[src/rtl/pipelined_adder.sv]
// Pipelined adder/subtractor: the WIDTH-bit add is cut into STAGES equal slices, one per
// register stage, with the carry rippling stage to stage. The whole pipe stalls as a unit.
module pipelined_adder #(
    parameter int unsigned WIDTH  = 32,
    parameter int unsigned STAGES = 4
) (
    input  logic             clk,
    input  logic             rst,
    input  logic             in_valid,
    output logic             in_ready,
    input  logic [WIDTH-1:0] a,
    input  logic [WIDTH-1:0] b,
    input  logic             cin,
    input  logic             sub,
    output logic             out_valid,
    input  logic             out_ready,
    output logic [WIDTH-1:0] o,
    output logic             cout,
    output logic             ovf,
    output logic             zero
);

    if (STAGES < 1 || STAGES > WIDTH || (WIDTH % STAGES) != 0) begin : g_bad_cfg
        $error("pipelined_adder: STAGES must lie in 1..WIDTH and divide WIDTH");
    end

    localparam int unsigned S = WIDTH / STAGES;

    logic             advance;
    logic [WIDTH-1:0] b_eff;
    logic             c0;

    assign advance  = !out_valid || out_ready;
    assign in_ready = advance;

    // SUB is a + ~b + 1; cin only matters for ADD.
    assign b_eff = sub ? ~b : b;
    assign c0    = sub | cin;

    for (genvar k = 0; k < STAGES; k++) begin : g_stage
        // IW: operand bits not yet consumed on entry to this stage; RW: result bits done here.
        localparam int unsigned IW = WIDTH - k * S;
        localparam int unsigned RW = (k + 1) * S;

        logic          src_valid;
        logic          src_c;
        logic [IW-1:0] src_a;
        logic [IW-1:0] src_b;
        logic [S:0]    slice_sum;
        logic [RW-1:0] r_d;

        logic          valid_q;
        logic          carry_q;
        logic [RW-1:0] r_q;

        if (k == 0) begin : g_src
            assign src_valid = in_valid;
            assign src_c     = c0;
            assign src_a     = a;
            assign src_b     = b_eff;
            assign r_d       = slice_sum[S-1:0];
        end else begin : g_src
            assign src_valid = g_stage[k-1].valid_q;
            assign src_c     = g_stage[k-1].carry_q;
            assign src_a     = g_stage[k-1].g_fwd.a_q;
            assign src_b     = g_stage[k-1].g_fwd.b_q;
            assign r_d       = {slice_sum[S-1:0], g_stage[k-1].r_q};
        end

        assign slice_sum = {1'b0, src_a[S-1:0]} + {1'b0, src_b[S-1:0]} + {{S{1'b0}}, src_c};

        always_ff @(posedge clk) begin
            if (rst) begin
                valid_q <= 1'b0;
                carry_q <= 1'b0;
                r_q     <= '0;
            end else if (advance) begin
                valid_q <= src_valid;
                carry_q <= slice_sum[S];
                r_q     <= r_d;
            end
        end

        // Upper operand slices travel alongside the partial result until consumed.
        if (k < STAGES - 1) begin : g_fwd
            logic [IW-S-1:0] a_q;
            logic [IW-S-1:0] b_q;

            always_ff @(posedge clk) begin
                if (rst) begin
                    a_q <= '0;
                    b_q <= '0;
                end else if (advance) begin
                    a_q <= src_a[IW-1:S];
                    b_q <= src_b[IW-1:S];
                end
            end
        end
    end

    logic ovf_d;
    logic zero_d;
    logic ovf_q;
    logic zero_q;

    // The last stage still holds the operand MSBs, so the flags are formed beside the final sum.
    assign ovf_d  = (g_stage[STAGES-1].src_a[S-1] == g_stage[STAGES-1].src_b[S-1]) &&
                    (g_stage[STAGES-1].r_d[WIDTH-1] != g_stage[STAGES-1].src_a[S-1]);
    assign zero_d = ~|g_stage[STAGES-1].r_d;

    always_ff @(posedge clk) begin
        if (rst) begin
            ovf_q  <= 1'b0;
            zero_q <= 1'b0;
        end else if (advance) begin
            ovf_q  <= ovf_d;
            zero_q <= zero_d;
        end
    end

    assign out_valid = g_stage[STAGES-1].valid_q;
    assign o         = g_stage[STAGES-1].r_q;
    assign cout      = g_stage[STAGES-1].carry_q;
    assign ovf       = ovf_q;
    assign zero      = zero_q;

endmodule
[config.mk]
export PLATFORM = sky130hd
export DESIGN_NAME = pipelined_adder
export DESIGN_NICKNAME = d
export VERILOG_FILES = /design/src/rtl/pipelined_adder.sv
export SDC_FILE = /design/constraint.sdc
export NUM_CORES = 1
export LEC_CHECK = 0
export ABC_AREA = 1
export CAP_MARGIN = 20
export CORE_MARGIN = 2
export CORE_UTILIZATION = 50
export DETAILED_ROUTE_END_ITERATION = 8
export GPL_ROUTABILITY_DRIVEN = 1
export PLACE_DENSITY = 0.76
export SYNTH_ARGS = -nofsm -noshare
export SYNTH_HDL_FRONTEND = slang
export SYNTH_SLANG_ARGS = --single-unit
[constraint.sdc]
create_clock -name clk -period 2.6 [get_ports clk]
set_clock_uncertainty 0.1 [all_clocks]
set_input_delay 0.52 -clock clk [delete_from_list [all_inputs] [get_ports clk]]
set_output_delay 0.52 -clock clk [all_outputs]
set_load 0.03 [all_outputs]
run_1/clk_routes.png
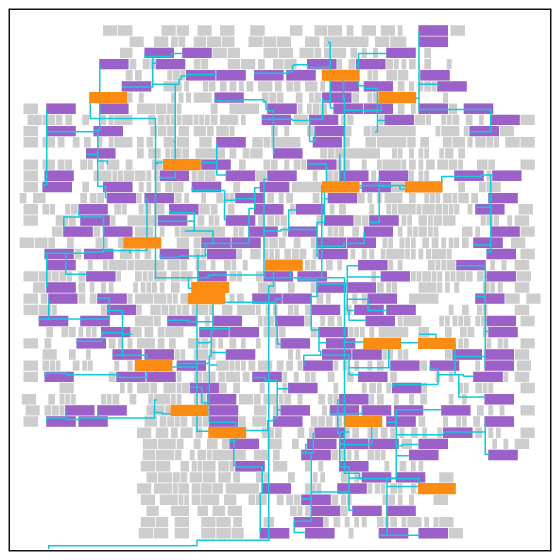
flip-flops -> purple  # count 186
clock drivers -> orange  # count 17
clock wires -> cyan  # length 2010 microns
flops lie = widely spread

run_1/clocks.png
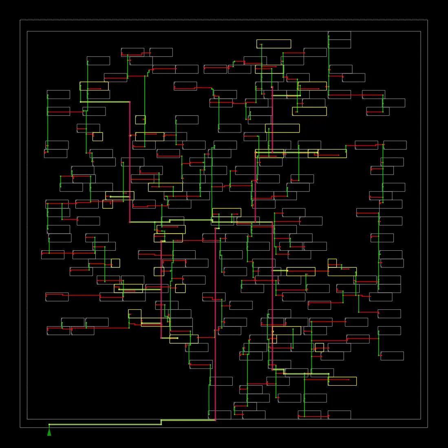
number of buffers created by CTS: 17
number of clock-tree buffers in the layout: 18
Clock net power: 2.78 mW
clock insertion delay at the later pin of the skew report: 0.44 ns
number of clock sinks: 186

==> notes.md, run 1 <==
Summary of implementation figures.

Status
The run finished with clean final reports.

Routing
The met1 wire length is 7950 microns. The count of antenna-violating nets left after detailed routing is 0. The script logs the ratio of routed vias to standard cells as 4.98. The detailed router reports a met2 wire length of 8160 microns. The total wire length is 17200 microns. The uppermost layer routed is met4. The wire length per cell is 12.7 microns.

The violation tally recorded at the end of detailed-routing iteration 0 is 530. The via count is 6734. The first detailed-routing pass ran for 5 iterations. In the detailed route, the total length drawn on met3 is 662 microns. The DRC violation count after routing is 0.

Setup path
Setup slack on the worst reg-to-reg path comes out at 0.31 ns. Traced cell by cell, the critical path runs through fa_1 > fa_1 > nand2_1 > nand2_1 > nor2_2 > nand2_1 > nor2_1 > nand2_1 > nor2_1 > nand3_1 > a21oi_2. The number of cell instances on the worst register-to-register path is 11. For the worst reg-to-reg path, the endpoint reported by OpenROAD is zero. STA classifies the critical path endpoint as a register. Per STA, the worst path accumulates the most delay in the family adder cells. The slowest stage of the critical path is the sky130_fd_sc_hd__fa_1 cell. The most numerous cell on the critical path is sky130_fd_sc_hd__nand2_1. All stages included, the depth of the critical timing path comes to 11. STA classifies the critical path startpoint as a register.

The worst path arrival time is 2.56 ns. The capture point of the worst path is zero. The number of buffers and inverters on the critical path is 0.

Worst hold path
The kind of path behind the tightest hold check is reg2reg. The worst hold path stage count is 2. The end of the worst hold path is g_stage[1].g_fwd.b_q[12].

Finish
The largest cell class by area is combinational gates. The register share of the cell area is 37.3%. The final report gives the standard cell area, fillers excluded, as 0.00997 sq mm.

The fraction of final layout cells sized beyond drive strength 1 is 6.07%. The design has 186 sequential cells. The net count of the finished layout is 1229. In the final layout, the registers with the most flip-flops are g_stage.g_fwd.a_q x48, g_stage.g_fwd.b_q x48, g_stage.r_q x48. Leaving out buffers and inverters, the combinational logic in the layout accounts for 0.00388 sq mm. The filler-free cell count of the finished design is 1352. The fraction of area in clock buffers and inverters is 6.38%.

The area growth from synthesis to layout is 22.7%. The post-layout utilization of the core is 62.8%. The proportion of cell area occupied by multi-input gates is 39.0%. The final antenna diode tally reported by the flow is 0. According to the cell report, the number of logic gates is 733.

Flow run
Across the run, the number of max-cap violations was 0. The warning total across the stage logs is 28.

Floorplan
The top-level I/O count is 107. The chip occupies 0.0173 sq mm. The floorplan step set the die width to 131 microns. The floorplan utilization is 51.2%. The flow inserted 216 tap cells. From bottom edge to top edge, the die measures 131 microns. After floorplanning, the core was divided into 46 placement rows.

Logic synthesis
Multiplexer cells account for 0% of the synthesized area. The area fraction in compound gates after synthesis is 17.6%. The number of nets at floorplan is 1152. The number of cell instances after yosys synthesis is 1046.

After synthesis, the cell types taking the most area are sky130_fd_sc_hd__dfxtp_1 (46%), sky130_fd_sc_hd__nor2_1 (12%), sky130_fd_sc_hd__o21ai_0 (11%). The cell-mix breakdown from Yosys lists the adder-cell area share as 6.28%. Sequential cells were found to cover 45.8% of the synthesized design area. After technology mapping, the gate count stands at 1046. The cell-mix breakdown from Yosys lists the simple-gate area share as 18.7%. The total of flip-flops plus latches after synthesis is 186. The largest combinational cell category by area is simple AND/OR/NAND/NOR gates. The area recorded from the Yosys report for this design is 0.00813 sq mm. sky130_fd_sc_hd__nor2_1 is the most common cell in the netlist.

The synthesis report gives the async set-or-reset register share as 0%. The share of Yosys cell area claimed by the top area cell type is 45.8%. The average size of a mapped cell is 7.77 sq um.

Warnings reported by Yosys during synthesis add up to 0.

CTS
The number of levels the H-tree was split into is 4. The number of hold buffers added after CTS was 0. Looking at the clock tree report, the maximum root-to-sink buffer count equals 2. The CTS tree is yes. The clock root buffer is sky130_fd_sc_hd__clkbuf_16.

The post-CTS resize count is 0.

STA
Setup total negative slack on the finished layout was measured at 0 ns. Counting pins that exceed their max-slew limit in the final report gives 0. Measured against its own limit, the worst slew margin works out to 61.6%. The worst path needs 2.29 ns of the cycle, external delays included.

Dividing the final minimum period by the clock period gives 88.0%. Endpoints with negative setup slack in the final report add up to 0. The most critical hold endpoint after final layout shows a slack of 0.347 ns.

Global route
Entering global routing, the biggest net connects 145 pins. The aggregate global routing overflow is 0. The met1 global-route usage is 26.6%. The first global-routing pass estimated 29400 microns of wire. The met3 routing resource usage after global routing is 4.13%. The global routing met2 resource utilization is 34.0%. Global routing consumed, over all layers together, 20.6% of the routing resources.

Power
The total chip power is 6.96 mW. The worst supply voltage drop on vdd is 0.495 mV. Dividing total power by cell area gives a power density of 698 mW/mm^2. The script extracted a total leakage power of 4.66 nW.

Place
The pre-CTS setup check shows a worst slack of -0.0635 ns. In this run, placement finished with an instance count of 1320. The count of buffers from port buffering is 106.
run_1/flops_by_reg.png
The bar under the picture is 50 microns long. Other sequential cells in the stronger grey, the rest of the logic in the fainter grey.
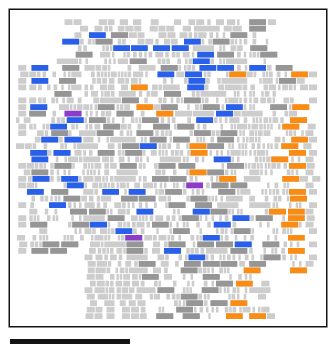
g_stage.g_fwd.b_q -> blue  # sequential cells 48
g_stage.carry_q -> purple  # sequential cells 3
o -> orange  # sequential cells 32
not coloured = 103

==> run 1: logic make-up after synthesis <==
family | Yosys count
AND/OR/NAND/NOR | 378
XOR/XNOR | 48
adder cells (fa/ha/maj) | 36
AND-OR/OR-AND | 271
flip-flops | 186
buffers and inverters | 127
==> run 1: worst reg2reg max path, delay by kind of cell (launching register included) <==
| family | cells | cell delay [ns] |
|---|---|---|
| AND-OR/OR-AND | 1 | 0.11 |
| adder cells (fa/ha/maj) | 2 | 1.00 |
| flip-flops | 1 | 0.34 |
| AND/OR/NAND/NOR | 8 | 0.66 |
==> run 1: power by group <==
group          internal (mW)  switching, mW
combinational          0.443          0.518
sequential              3.08          0.133
clock                   1.63           1.15
==> run 1 -> run 2 <==
- TNS_END_PERCENT: default -> 30
run_2/flops_by_reg.png
The bar under the picture is 50 microns long. Other sequential cells in the stronger grey, the rest of the logic in the fainter grey.
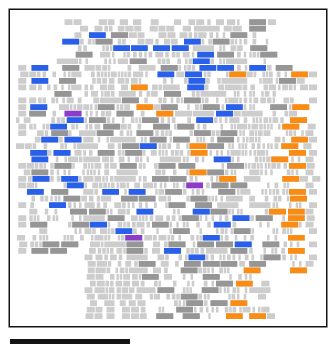
g_stage.g_fwd.b_q -> blue  # sequential cells 48
g_stage.carry_q -> purple  # sequential cells 3
o -> orange  # sequential cells 32
not coloured = 103

run_2/clk_routes.png
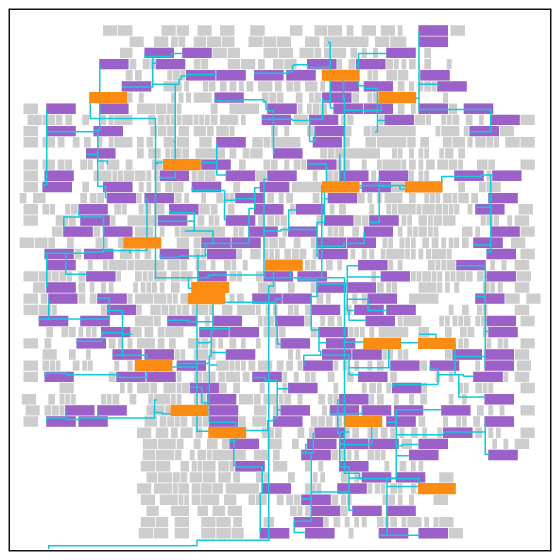
clock wires -> cyan  # length 2010 microns
clock drivers -> orange  # count 17
flip-flops -> purple  # count 186
flops lie = widely spread

==> run 2 against run 1 <==
Compared with the run above: largest cell class unchanged; worst setup slack did not move; synthesized area did not move; non-clock buffer count did not move; sequential power barely moved; critical path type unchanged; flip-flop count did not move; register-to-register slack barely moved; global-route usage did not move.
==> notes.md, run 2 <==
Summary of implementation figures.

Floorplan
According to the floorplan log, the row count is 46. In this run the vertical extent of the chip is 131 microns. According to the floorplan report, the die width is 131 microns. Per the OpenROAD floorplan log, the area of the die is 0.0173 sq mm. The floorplan utilization is 51.2%.

Flow run
The warning total across the stage logs is 28. The tally of max-capacitance violations is 0.

Finish
The registers reported with the highest flop counts are g_stage.g_fwd.a_q x48, g_stage.g_fwd.b_q x48, g_stage.r_q x48. The area used by multi-input combinational logic is 0.00388 sq mm. The final design instance area without fill is 0.00997 sq mm. Across the whole layout, storage elements make up 37.3% of the cell area.

The number of flip-flops and latches is 186. Per the final layout report, the fraction of cells sized above drive strength 1 comes to 6.07%. The filler-free cell count of the finished design is 1352. The proportion of cell area occupied by multi-input gates is 39.0%. The final antenna diode count is 0. The clock network takes up 6.38% of total cell area after layout. The clock buffer count is 18. Cells fill 62.8% of the core in the end.

In the layout the tool counted multi-input logic cells amounting to 733.

Power
The combinational share of power is 13.8%. The share of total power dissipated in sequential elements is 46.2%. The total chip power is 6.96 mW. Sequential cells consume a total of 3.22 mW. The switching component of the power is 1.80 mW. The switching portion of total power comes to 25.9%. In this run the static leakage power is 4.66 nW. The proportion of power drawn by the clock network is 40.0%. The combinational gate power is 0.961 mW. The power density normalized to cell area is 698 mW/mm^2. Per report_power, the Clock row totals 2.78 mW.

Routing
For this run, design rule violations remaining after detail routing come to 0. For this block, the initial DRC count from the detailed router was 530. The via count is 6734. The detailed router reports a met2 wire length of 8160 microns. The average vias per placed instance is 4.98. Summed over all layers, the routed wires come to 17200 microns.

Logic synthesis
The chip area estimate from yosys synthesis is 0.00813 sq mm. In the synthesized netlist the async set-or-reset flop fraction comes to 0%. The total of flip-flops plus latches after synthesis is 186. The cell with the most instances after synthesis is sky130_fd_sc_hd__nor2_1. The number of cell instances after yosys synthesis is 1046. The count of yosys warnings during synthesis is 0.

The sequential cell area fraction in the yosys report is 45.8%.

STA
The final hold slack is 0.347 ns. The worst path in the final design needs a cycle of 2.29 ns, including I/O delays and setup. For this run, the final setup violation count is recorded as 0.

The headroom to the max-slew limit is 61.6%. After routing, the total negative slack on setup checks comes to 0 ns.

Global route
Global routing consumed, over all layers together, 20.6% of the routing resources. The met1 global-route usage is 26.6%. The global routing met2 resource utilization is 34.0%.

The global route stage reports its total congestion overflow as 0.

Setup path
By instance count, the cell type seen most on the critical path is sky130_fd_sc_hd__nand2_1. The timing report shows that the slowest cell on the worst path is sky130_fd_sc_hd__fa_1.

CTS
The number of gates resized after CTS was 0. The clock root buffer is sky130_fd_sc_hd__clkbuf_16. Per the skew report, the later register of the worst-skew pair sees a clock latency of 0.44 ns. The number of sinks handled by clock tree synthesis is 186.

Status
The flow ran to the end, and the final reports show no timing, DRC or antenna violations.

Worst hold path
The kind of path behind the tightest hold check is reg2reg.

Place
At the placement stage, the worst setup path has a slack of -0.0635 ns.
-- run 2: cell counts after synthesis --
Identical to the previous run, type by type.
-- run 2: cell families (layout without fill, tap and decap cells) --
family | Yosys count | count (layout) | synth area share [%]
AOI/OAI and AO/OA | 271 | 271 | 17.6
xor gates and xnor gates | 48 | 48 | 5.17
adders and majority gates | 36 | 36 | 6.28
buffers and inverters | 127 | 217 | 6.44
DFF | 186 | 186 | 45.8
and+or+nand+nor | 378 | 378 | 18.7
-- run 2: path summary, 6_finish.rpt --
check                                                end  slack [ns]  depth (start not counted)
worst max-delay path                                zero        0.31                         11
worst min-delay path            g_stage[1].g_fwd.b_q[12]        0.35                          2
worst max register to register                      zero        0.31                         11
worst min register to register  g_stage[1].g_fwd.b_q[12]        0.35                          2
==> run 2 -> run 3 <==
- CORE_UTILIZATION: 50 -> 59
- PLACE_DENSITY: 0.76 -> 0.85
- clock period: 2.6 -> 2.7 ns (I/O delays scaled with it)
run_3/placement_by_type.png
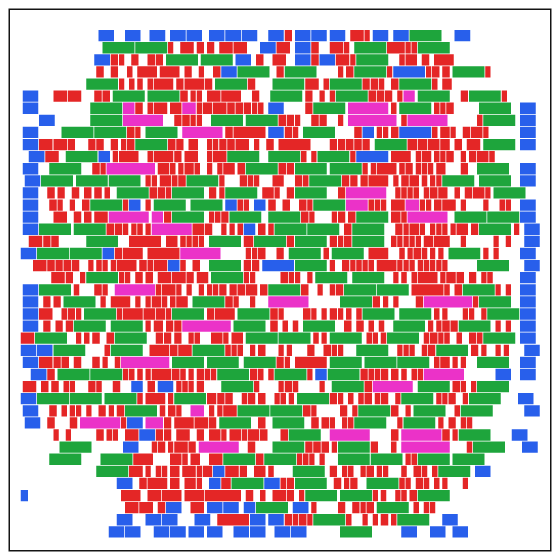
flops -> green  # cells 186, share of their area 38%
combinational and other logic -> red  # cells 796, share of their area 42%
other buffers and delay cells -> blue  # cells 123, share of their area 13%
clock drivers and dummy loads -> magenta  # cells 31, share of their area 7.0%

run_3/clk_routes.png
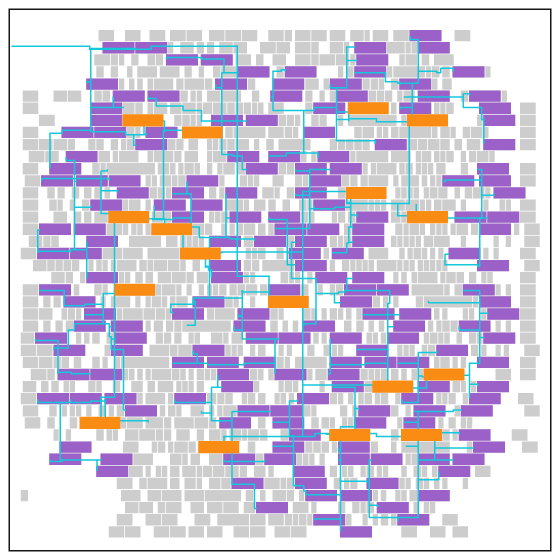
clock drivers -> orange  # count 17
flip-flops -> purple  # count 186
clock wires -> cyan  # length 1870 microns
flops lie = widely spread
routed clock nets = 18

==> run 3 against run 2 <==
Compared with the run above: core utilization grew 12 points; cell count down 3.0%; sequential power shrank 4%; critical path depth is 7 lower; flip-flop count stayed put; highest routed layer unchanged.
==> notes.md, run 3 <==
Summary of implementation figures.

Logic synthesis
The cell with the most instances after synthesis is sky130_fd_sc_hd__nor2_1. The average size of a mapped cell is 7.77 sq um. The largest combinational cell category by area is simple AND/OR/NAND/NOR gates. Sorting the synthesized cells by area gives the leading types as sky130_fd_sc_hd__dfxtp_1 (46%), sky130_fd_sc_hd__nor2_1 (12%), sky130_fd_sc_hd__o21ai_0 (11%).

In the synthesized netlist, mux cells make up 0% of the area. Synthesis handed over a netlist of 1046 instances. After synthesis, flip-flops and latches occupy 45.8% of the total area.

Summed over its instances, the top area cell type makes up 45.8% of the synthesized netlist area. Counting the warning lines in the Yosys log gives 0. Counting flops with an async set or reset pin after synthesis yields a share of 0%. For reference, XOR and XNOR gates occupy 5.17% of the area reported after synthesis. Counting every net in the synthesized netlist gives 1152. In the synthesis report, Yosys lists the chip area as 0.00813 sq mm.

Finish
Per the final layout report, the fraction of cells sized above drive strength 1 comes to 5.99%. The repair_antennas step left the layout with diodes totalling 0. In this run the layout overhead on the synthesized area is reported as 22.8%.

The filler-free cell count of the finished design is 1312. For the completed layout, the total cell area is recorded as 0.00998 sq mm. The registers reported with the highest flop counts are g_stage.g_fwd.a_q x48, g_stage.g_fwd.b_q x48, g_stage.r_q x48.

Per the layout area report, the combinational gate area comes to 0.00388 sq mm.

Flow run
The tally of max-capacitance violations is 0.

Routing
The wire length per cell is 13.6 microns. Wire segments on met3 add up to 700 microns in the final route. The detailed router put a total of 8030 microns of wire on met1. Nets still carrying antenna violations after routing amount to 0. The total wire length is 17800 microns. The wire length on met2 is 8700 microns. The average vias per placed instance is 5.31.

The count of routing violations after the opening detailed-route iteration is 523. In this run the top signal layer used is met4. The first-pass iteration count of the detailed router is 7.

Place
Timing analysis after detailed placement gives a worst setup slack of -0.0324 ns. The count of buffers from port buffering is 106. The post-placement cell count is 1281.

Worst hold path
Checking hold timing, the worst path is listed with class reg2reg.

CTS
The clock root buffer is sky130_fd_sc_hd__clkbuf_16. The buffer levels on the longest clock path is 2. The clock latency reported for the late side of the worst-skew pair is 0.43 ns. The number of hold buffers added after CTS was 0.

The H-tree was split into 4 levels. The number of sinks handled by clock tree synthesis is 186. The number of buffers inserted during clock tree synthesis is 17. Post-CTS repair changed the size of 0 cells.

STA
The minimum clock period is 2.62 ns. The headroom to the max-slew limit is 71.8%. The sum of negative setup slack is 0 ns. The final-report max-slew violation count is 0. Per the finish-stage timing summary, setup violations number 0.

Floorplan
According to the floorplan report, the die height is 121 microns. The die span in x is 121 microns. The top-level I/O count is 107. The site row count is 42. The floorplan step defined a die boundary enclosing 0.0147 sq mm. The share of the core area taken by cells at floorplan is 60.9%.

Power
The relative contribution of sequential cells to total power is 45.1%. The clock group total power is 2.82 mW. The switching component of the power is 1.70 mW. The internal cell power is 5.17 mW. The heaviest power group is registers. The script computed a power per unit cell area of 688 mW/mm^2.

The worst supply voltage drop on vdd is 0.415 mV. In this run, the combinational gates consume 13.9% of the power. Per the OpenROAD power report, leakage power amounts to 4.69 nW. Total power for the finished layout comes to 6.87 mW.

The power of the sequential group is 3.10 mW. The share of total power dissipated in the clock network is 41.1%. The power report shows net switching accounting for 24.7% of the total.

Setup path
The type of origin of the critical path is a primary input. The buffer and inverter count on the worst path is 3. The worst setup path is captured at an output port. The critical path's slowest stage uses the library cell sky130_fd_sc_hd__clkdlybuf4s50_1. The worst path arrival time is 1.98 ns. Listed in order, past its start point the critical path passes clkdlybuf4s50_1 > nor2_4 > inv_6 > clkdlybuf4s50_1.

Status
The flow ran to the end, and the final reports show no timing, DRC or antenna violations.

Global route
Entering global routing, the biggest net connects 62 pins. The aggregate global routing overflow is 0. The overall track demand over capacity in global routing is 25.5%.

The met1 global-route usage is 33.8%. The first global-routing pass estimated 30000 microns of wire.
run 3: cell type report:
| class | count | area share [%] |
|---|---|---|
| Clock buffer | 18 | 4.40 |
| Sequential cell | 186 | 37.3 |
| Inverter | 63 | 2.44 |
| Tap cell | 176 | 2.21 |
| Timing Repair Buffer | 123 | 12.4 |
| Clock inverter | 13 | 2.41 |
| Multi-Input combinational cell | 733 | 38.9 |
run 3: final timing paths:
kind,startpoint,endpoint,slack [ns],cells after the start
min reg2reg,g_stage[0].g_fwd.b_q[15],g_stage[1].g_fwd.b_q[7],0.35,2
max reg2reg,g_stage[2].carry_q,zero,0.30,11
max,out_ready,in_ready,0.08,4
min,g_stage[0].g_fwd.b_q[15],g_stage[1].g_fwd.b_q[7],0.35,2
Power figures rest on the tool's default switching activity, not on a simulated workload.
